===== config.mk =====
export PLATFORM = sky130hd
export DESIGN_NAME = ras_ctrl_flat
export DESIGN_NICKNAME = d
export VERILOG_FILES = /design/src/rtl/ras_ctrl_if.sv /design/src/rtl/ras_ctrl.sv /design/src/flat_wrapper.sv
export SDC_FILE = /design/constraint.sdc
export NUM_CORES = 1
export LEC_CHECK = 0
export ABC_AREA = 1
export CORE_MARGIN = 3
export CORE_UTILIZATION = 39
export DETAILED_ROUTE_END_ITERATION = 10
export GPL_ROUTABILITY_DRIVEN = 1
export PLACE_DENSITY = 0.83
export SLEW_MARGIN = 20
export SYNTH_ARGS = -nofsm -noshare
export SYNTH_HDL_FRONTEND = slang
export SYNTH_SLANG_ARGS = --single-unit

===== constraint.sdc =====
create_clock -name clk_i -period 2.4 [get_ports clk_i]
set_input_delay 0.48 -clock clk_i [delete_from_list [all_inputs] [get_ports clk_i]]
set_output_delay 0.48 -clock clk_i [all_outputs]
set_load 0.05 [all_outputs]

===== src/rtl/ras_ctrl_if.sv =====
// ras_ctrl_if: fetch-side and RAS-side signal bundle for ras_ctrl.
// Optional statistics signals are present when RAS_CTRL_STATS_EN is defined.
interface ras_ctrl_if #(
  parameter int XLEN = 32
);
  logic            fetch_valid_i;
  logic [XLEN-1:0] fetch_pc_i;
  logic [31:0]     fetch_instr_i;
  logic            stall_i;
  logic            flush_i;
  logic [XLEN-1:0] ras_top_i;
  logic            ras_empty_i;
  logic            ras_push_o;
  logic            ras_pop_o;
  logic [XLEN-1:0] ras_data_o;
  logic            pred_valid_o;
  logic [XLEN-1:0] pred_target_o;
  logic            busy_o;
`ifdef RAS_CTRL_STATS_EN
  logic [31:0]     stat_call_o;
  logic [31:0]     stat_ret_o;
  logic [15:0]     stat_underflow_o;

  modport slave (
    input  fetch_valid_i, fetch_pc_i, fetch_instr_i, stall_i, flush_i,
    input  ras_top_i, ras_empty_i,
    output ras_push_o, ras_pop_o, ras_data_o,
    output pred_valid_o, pred_target_o, busy_o,
    output stat_call_o, stat_ret_o, stat_underflow_o
  );

  modport master (
    output fetch_valid_i, fetch_pc_i, fetch_instr_i, stall_i, flush_i,
    output ras_top_i, ras_empty_i,
    input  ras_push_o, ras_pop_o, ras_data_o,
    input  pred_valid_o, pred_target_o, busy_o,
    input  stat_call_o, stat_ret_o, stat_underflow_o
  );
`else
  modport slave (
    input  fetch_valid_i, fetch_pc_i, fetch_instr_i, stall_i, flush_i,
    input  ras_top_i, ras_empty_i,
    output ras_push_o, ras_pop_o, ras_data_o,
    output pred_valid_o, pred_target_o, busy_o
  );

  modport master (
    output fetch_valid_i, fetch_pc_i, fetch_instr_i, stall_i, flush_i,
    output ras_top_i, ras_empty_i,
    input  ras_push_o, ras_pop_o, ras_data_o,
    input  pred_valid_o, pred_target_o, busy_o
  );
`endif
endinterface


===== src/rtl/ras_ctrl.sv =====
// ras_ctrl: call/return detector and push/pop sequencer for the return
// address stack. Classifies RV32I JAL/JALR by link-register usage, emits
// registered one-cycle push/pop pulses and a same-cycle return prediction.
// Coroutine (pop-then-push) jumps are serialized over two cycles.
// Optional feature macro: RAS_CTRL_STATS_EN (saturating call/return/underflow counters).
module ras_ctrl #(
  parameter int XLEN = 32
) (
  input  logic       clk_i,
  input  logic       rst_ni,
  ras_ctrl_if.slave  bus
);

  localparam logic [1:0] ST_IDLE    = 2'd0;
  localparam logic [1:0] ST_ISSUE   = 2'd1;
  localparam logic [1:0] ST_COPOP   = 2'd2;
  localparam logic [1:0] ST_COPUSH  = 2'd3;

  localparam logic [1:0] CL_NONE    = 2'd0;
  localparam logic [1:0] CL_PUSH    = 2'd1;
  localparam logic [1:0] CL_POP     = 2'd2;
  localparam logic [1:0] CL_POPPUSH = 2'd3;

  // x1 (ra) and x5 (t0) are the RISC-V link registers
  function automatic logic is_link(input logic [4:0] r);
    return (r == 5'd1) || (r == 5'd5);
  endfunction

  function automatic logic [1:0] classify(input logic [31:0] instr);
    logic [1:0] cls;
    logic       rd_link;
    logic       rs_link;
    rd_link = is_link(instr[11:7]);
    rs_link = is_link(instr[19:15]);
    cls     = CL_NONE;
    if (instr[6:0] == 7'b1101111) begin
      if (rd_link) cls = CL_PUSH;
      else         cls = CL_NONE;
    end else if ((instr[6:0] == 7'b1100111) && (instr[14:12] == 3'b000)) begin
      if (rd_link && !rs_link)                              cls = CL_PUSH;
      else if (rd_link && rs_link && (instr[11:7] == instr[19:15])) cls = CL_PUSH;
      else if (rd_link && rs_link)                          cls = CL_POPPUSH;
      else if (rs_link)                                     cls = CL_POP;
      else                                                  cls = CL_NONE;
    end else begin
      cls = CL_NONE;
    end
    return cls;
  endfunction

  logic [1:0]      state_r;
  logic [1:0]      nxt_state_s;
  logic            push_r;
  logic            pop_r;
  logic [XLEN-1:0] data_r;
  logic            nxt_push_s;
  logic            nxt_pop_s;
  logic [XLEN-1:0] nxt_data_s;
  logic [1:0]      cls_s;
  logic            accept_s;
  logic            ret_class_s;
  logic [XLEN-1:0] ret_addr_s;

  assign cls_s       = classify(bus.fetch_instr_i);
  assign accept_s    = (state_r == ST_IDLE) && bus.fetch_valid_i && !bus.stall_i && !bus.flush_i;
  assign ret_class_s = (cls_s == CL_POP) || (cls_s == CL_POPPUSH);
  assign ret_addr_s  = bus.fetch_pc_i + XLEN'(4);

  // Next state and next pulse values; pulses are registered so they land one cycle after the decision
  always_comb begin
    nxt_state_s = state_r;
    nxt_push_s  = 1'b0;
    nxt_pop_s   = 1'b0;
    nxt_data_s  = data_r;
    case (state_r)
      ST_IDLE: begin
        if (accept_s) begin
          case (cls_s)
            CL_PUSH: begin
              nxt_data_s  = ret_addr_s;
              nxt_push_s  = 1'b1;
              nxt_state_s = ST_ISSUE;
            end
            CL_POP: begin
              if (!bus.ras_empty_i) begin
                nxt_pop_s   = 1'b1;
                nxt_state_s = ST_ISSUE;
              end else begin
                nxt_state_s = ST_IDLE;
              end
            end
            CL_POPPUSH: begin
              nxt_data_s = ret_addr_s;
              if (!bus.ras_empty_i) begin
                nxt_pop_s   = 1'b1;
                nxt_state_s = ST_COPOP;
              end else begin
                nxt_push_s  = 1'b1;
                nxt_state_s = ST_ISSUE;
              end
            end
            default: nxt_state_s = ST_IDLE;
          endcase
        end else begin
          nxt_state_s = ST_IDLE;
        end
      end
      ST_ISSUE:  nxt_state_s = ST_IDLE;
      ST_COPOP: begin
        nxt_push_s  = 1'b1;
        nxt_state_s = ST_COPUSH;
      end
      ST_COPUSH: nxt_state_s = ST_IDLE;
      default:   nxt_state_s = ST_IDLE;
    endcase
  end

  // State, pulse and push-data registers; reset aborts any sequence in flight
  always_ff @(posedge clk_i) begin
    if (!rst_ni) begin
      state_r <= ST_IDLE;
      push_r  <= 1'b0;
      pop_r   <= 1'b0;
      data_r  <= '0;
    end else begin
      state_r <= nxt_state_s;
      push_r  <= nxt_push_s;
      pop_r   <= nxt_pop_s;
      data_r  <= nxt_data_s;
    end
  end

  // Same-cycle return prediction, only while idle
  always_comb begin
    bus.pred_valid_o  = 1'b0;
    bus.pred_target_o = '0;
    if ((state_r == ST_IDLE) && ret_class_s && bus.fetch_valid_i &&
        !bus.ras_empty_i && !bus.flush_i) begin
      bus.pred_valid_o  = 1'b1;
      bus.pred_target_o = bus.ras_top_i;
    end else begin
      bus.pred_valid_o  = 1'b0;
      bus.pred_target_o = '0;
    end
  end

  assign bus.ras_push_o = push_r;
  assign bus.ras_pop_o  = pop_r;
  assign bus.ras_data_o = data_r;
  assign bus.busy_o     = (state_r != ST_IDLE);

`ifdef RAS_CTRL_STATS_EN
  logic [31:0] stat_call_r;
  logic [31:0] stat_ret_r;
  logic [15:0] stat_uf_r;
  logic        uf_event_s;

  assign uf_event_s = accept_s && ret_class_s && bus.ras_empty_i;

  // Saturating counters of issued pushes, issued pops and returns seen on an empty RAS
  always_ff @(posedge clk_i) begin
    if (!rst_ni) begin
      stat_call_r <= 32'd0;
      stat_ret_r  <= 32'd0;
      stat_uf_r   <= 16'd0;
    end else begin
      if (nxt_push_s && (stat_call_r != 32'hFFFF_FFFF)) stat_call_r <= stat_call_r + 32'd1;
      if (nxt_pop_s && (stat_ret_r != 32'hFFFF_FFFF))   stat_ret_r  <= stat_ret_r + 32'd1;
      if (uf_event_s && (stat_uf_r != 16'hFFFF))        stat_uf_r   <= stat_uf_r + 16'd1;
    end
  end

  assign bus.stat_call_o      = stat_call_r;
  assign bus.stat_ret_o       = stat_ret_r;
  assign bus.stat_underflow_o = stat_uf_r;
`endif

endmodule


===== src/flat_wrapper.sv =====
// flat-port wrapper written by rule: the top's interface ports become plain ports
module ras_ctrl_flat 
#(
  parameter int XLEN = 32
)
  (clk_i, rst_ni, bus_fetch_valid_i, bus_fetch_pc_i, bus_fetch_instr_i, bus_stall_i, bus_flush_i, bus_ras_top_i, bus_ras_empty_i, bus_ras_push_o, bus_ras_pop_o, bus_ras_data_o, bus_pred_valid_o, bus_pred_target_o, bus_busy_o);
  ras_ctrl_if #(.XLEN(XLEN)) bus_i ();
  input  logic clk_i;
  input  logic rst_ni;
  input wire logic [$bits(bus_i.fetch_valid_i)-1:0] bus_fetch_valid_i;
  input wire logic [$bits(bus_i.fetch_pc_i)-1:0] bus_fetch_pc_i;
  input wire logic [$bits(bus_i.fetch_instr_i)-1:0] bus_fetch_instr_i;
  input wire logic [$bits(bus_i.stall_i)-1:0] bus_stall_i;
  input wire logic [$bits(bus_i.flush_i)-1:0] bus_flush_i;
  input wire logic [$bits(bus_i.ras_top_i)-1:0] bus_ras_top_i;
  input wire logic [$bits(bus_i.ras_empty_i)-1:0] bus_ras_empty_i;
  output wire logic [$bits(bus_i.ras_push_o)-1:0] bus_ras_push_o;
  output wire logic [$bits(bus_i.ras_pop_o)-1:0] bus_ras_pop_o;
  output wire logic [$bits(bus_i.ras_data_o)-1:0] bus_ras_data_o;
  output wire logic [$bits(bus_i.pred_valid_o)-1:0] bus_pred_valid_o;
  output wire logic [$bits(bus_i.pred_target_o)-1:0] bus_pred_target_o;
  output wire logic [$bits(bus_i.busy_o)-1:0] bus_busy_o;
  assign bus_i.fetch_valid_i = bus_fetch_valid_i;
  assign bus_i.fetch_pc_i = bus_fetch_pc_i;
  assign bus_i.fetch_instr_i = bus_fetch_instr_i;
  assign bus_i.stall_i = bus_stall_i;
  assign bus_i.flush_i = bus_flush_i;
  assign bus_i.ras_top_i = bus_ras_top_i;
  assign bus_i.ras_empty_i = bus_ras_empty_i;
  assign bus_ras_push_o = bus_i.ras_push_o;
  assign bus_ras_pop_o = bus_i.ras_pop_o;
  assign bus_ras_data_o = bus_i.ras_data_o;
  assign bus_pred_valid_o = bus_i.pred_valid_o;
  assign bus_pred_target_o = bus_i.pred_target_o;
  assign bus_busy_o = bus_i.busy_o;
  ras_ctrl #(.XLEN(XLEN)) u_core (.clk_i(clk_i), .rst_ni(rst_ni), .bus(bus_i));
endmodule

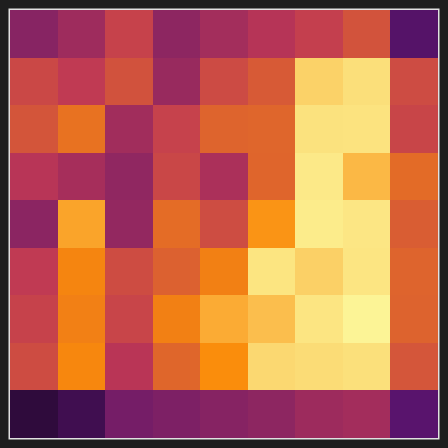
(images/util_map.png)
9 x 9 tiles, from black (low) to pale yellow (high), 0 to 100% covered.
fullest tile	98%
densest ninth of the die	right middle
mean over tiles	61%
tiles over 75% full	26%

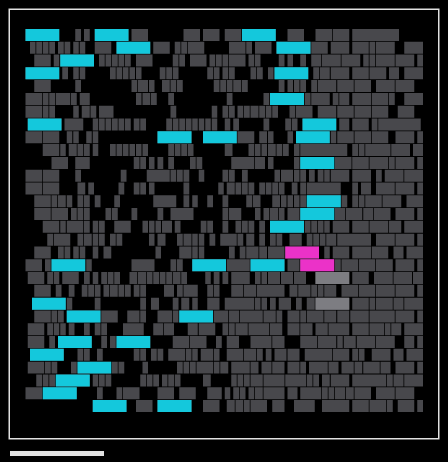
(images/ff_map.png)
The bar under the picture is 20 um long. Other sequential cells in the stronger gray, the rest of the logic in the fainter gray.
name in the netlist	color	flops
u_core.bus.ras_data_o	cyan	32
u_core.state_r	magenta	2
not colored	2
sequential power: 0.597 mW
fin util: 75.0%
fraction of area in registers: 13.9%

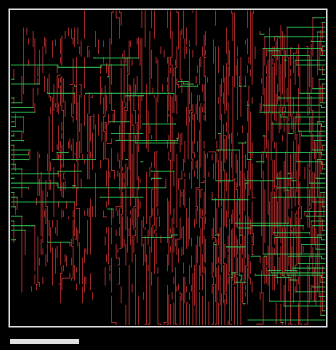
(images/layers.png)
The bar under the picture is 20 um long. Only two layers are drawn.
layer	color	wire length
M2	red	6,170 um
M3	green	969 um

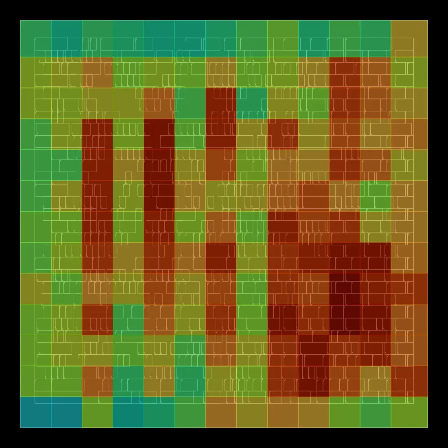
(images/congestion_map.png)
M2 GR Usage: 50.3%
met3 Track Usage GR: 6.63%

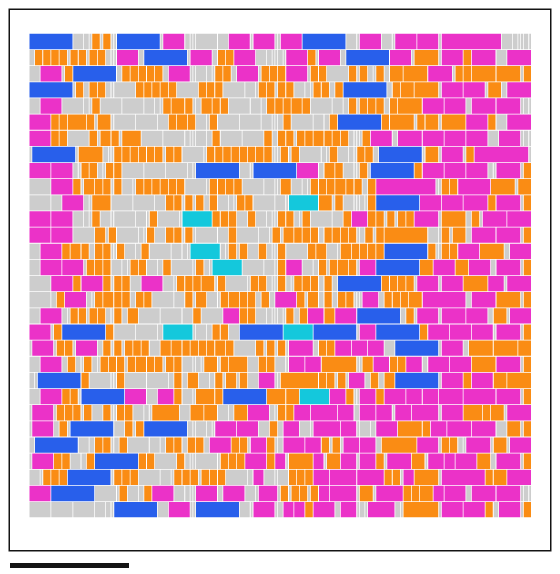
(images/class_map.png)
The bar under the picture is 20 um long. Fill, decap, tap and diode cells in gray.
class	color	cells	share of their area
sequential cells	blue	36	14%
remaining logic cells	orange	488	44%
clock drivers and dummy loads	cyan	7	1.9%
remaining buffers and delay cells	magenta	203	40%

==> impl_metrics.env <==
# implementation run metrics
export IMPL_hpwl_mm=8.21
export IMPL_ir_drop_uv=209
export IMPL_pin_count=170
export IMPL_crit_chain="clkbuf_2 -> nor2_4 -> nand4_1 -> a21oi_4 -> nand2_4 -> nor2_4 -> clkinv_4 -> clkbuf_16 -> nor2_4 -> buf_8"
export IMPL_status="finished, violations left"
export IMPL_cts_root_buf="clkbuf_8"
export IMPL_period_used_pct=105
export IMPL_setup_violations_final=32
export IMPL_drt_iter0_markers=156
export IMPL_critical_path_class="in2out"
export IMPL_syn_inst=537
export IMPL_dr_pass1_iters=5
export IMPL_cts_tree="yes"
export IMPL_violations="setup timing"
export IMPL_htreeDepth=2
export IMPL_drc_errors=0
export IMPL_wl_mm=12.6
export IMPL_clock_skew_final_ns=0.00632
export IMPL_switchingPower_mw=0.369
export IMPL_cap_violations=0
export IMPL_port_buffer_count=157
export IMPL_worst_slack_ns=-0.128
cells by family (layout without fill, tap and decap cells):
group / after synthesis / after routing
flip-flops: 36 / 36
buffers and inverters: 120 / 317
AND-OR/OR-AND: 11 / 11
adder cells (fa/ha/maj): 1 / 1
AND/OR/NAND/NOR: 362 / 362
XOR/XNOR: 7 / 7
final timing paths:
check / slack, ns / start / end / depth (start not counted)
hold reg to reg: 0.51 / u_core.bus.ras_data_o[10]$_SDFFE_PN0P_ / u_core.bus.ras_data_o[10]$_SDFFE_PN0P_ / 4
hold / removal: 0.51 / u_core.bus.ras_data_o[10]$_SDFFE_PN0P_ / u_core.bus.ras_data_o[10]$_SDFFE_PN0P_ / 4
setup reg to reg: 0.86 / u_core.state_r[1]$_SDFF_PN0_ / u_core.bus.ras_data_o[22]$_SDFFE_PN0P_ / 7
setup / recovery: -0.13 / bus_fetch_instr_i[16] / bus_pred_target_o[29] / 10
flip-flops by register name, summed over array words and instances, names as in the netlist:
register               count
u_core.state_r             2
u_core.bus.ras_data_o     32
u_core.bus.ras_pop_o       1
u_core.bus.ras_push_o      1
per-stage QoR:
step           cell area [um^2]  setup TNS (ns)
5_1_grt                    5180           -4.03
2_1_floorplan              2900           -2.13
6_report                   5180           -2.33
3_3_place_gp               4570           -3.23
3_5_place_dp               4570           -5.24
4_1_cts                    5030         -0.0697
critical path: cells and delay by family:
family                 cells  cell delay [ns]
buffers and inverters      4             0.65
AND/OR/NAND/NOR            5             0.65
AND-OR/OR-AND              1             0.25
synth_stat cells (all sizes together):
cell type | instances | area, um^2
a21oi | 4 | 31.3
buf | 9 | 88.8
clkbuf | 4 | 15.0
dfxtp | 36 | 721
ha | 1 | 12.5
inv | 107 | 402
nand2 | 182 | 686
nand3 | 21 | 118
nand3b | 1 | 11.3
nand4 | 9 | 56.3
nor2 | 149 | 579
o21ai | 7 | 35.0
xnor2 | 4 | 35.0
xor2 | 3 | 26.3
repair_timing:
item                                    CTS  global route
endpoints found under the setup margin   32            66
hold buffers                              0             0
pin swaps                                11            18
gates cloned                              2             1
hold endpoints to repair                  0             0
gates resized                            54            58
setup buffers                            23             2
power groups by stage:
stage	logic [mW]	registers, mW	clock network [mW]
2_1_floorplan	0.0958	0.611	0
6_report	0.315	0.597	0.476
3_3_place_gp	0.288	0.611	0
5_1_grt	0.339	0.597	0.510
4_1_cts	0.293	0.597	0.489
3_5_place_dp	0.290	0.611	0
per-layer routing:
layer  global-route usage (%)  share of wire [%]
met5                        0                  0
met4                     10.7                5.2
met3                     6.63                7.7
met2                     50.3                 49
met1                     29.4                 38
cell type report:
cell class / instances / share of cell area, %
inverters: 107 / 7.85
repair buffers: 203 / 39.2
well taps: 96 / 2.32
multi-input cells: 381 / 34.9
clock buffers: 7 / 1.86
flip-flops and latches: 36 / 13.9
No activity file was given, so power comes from the tool's default toggle rates.
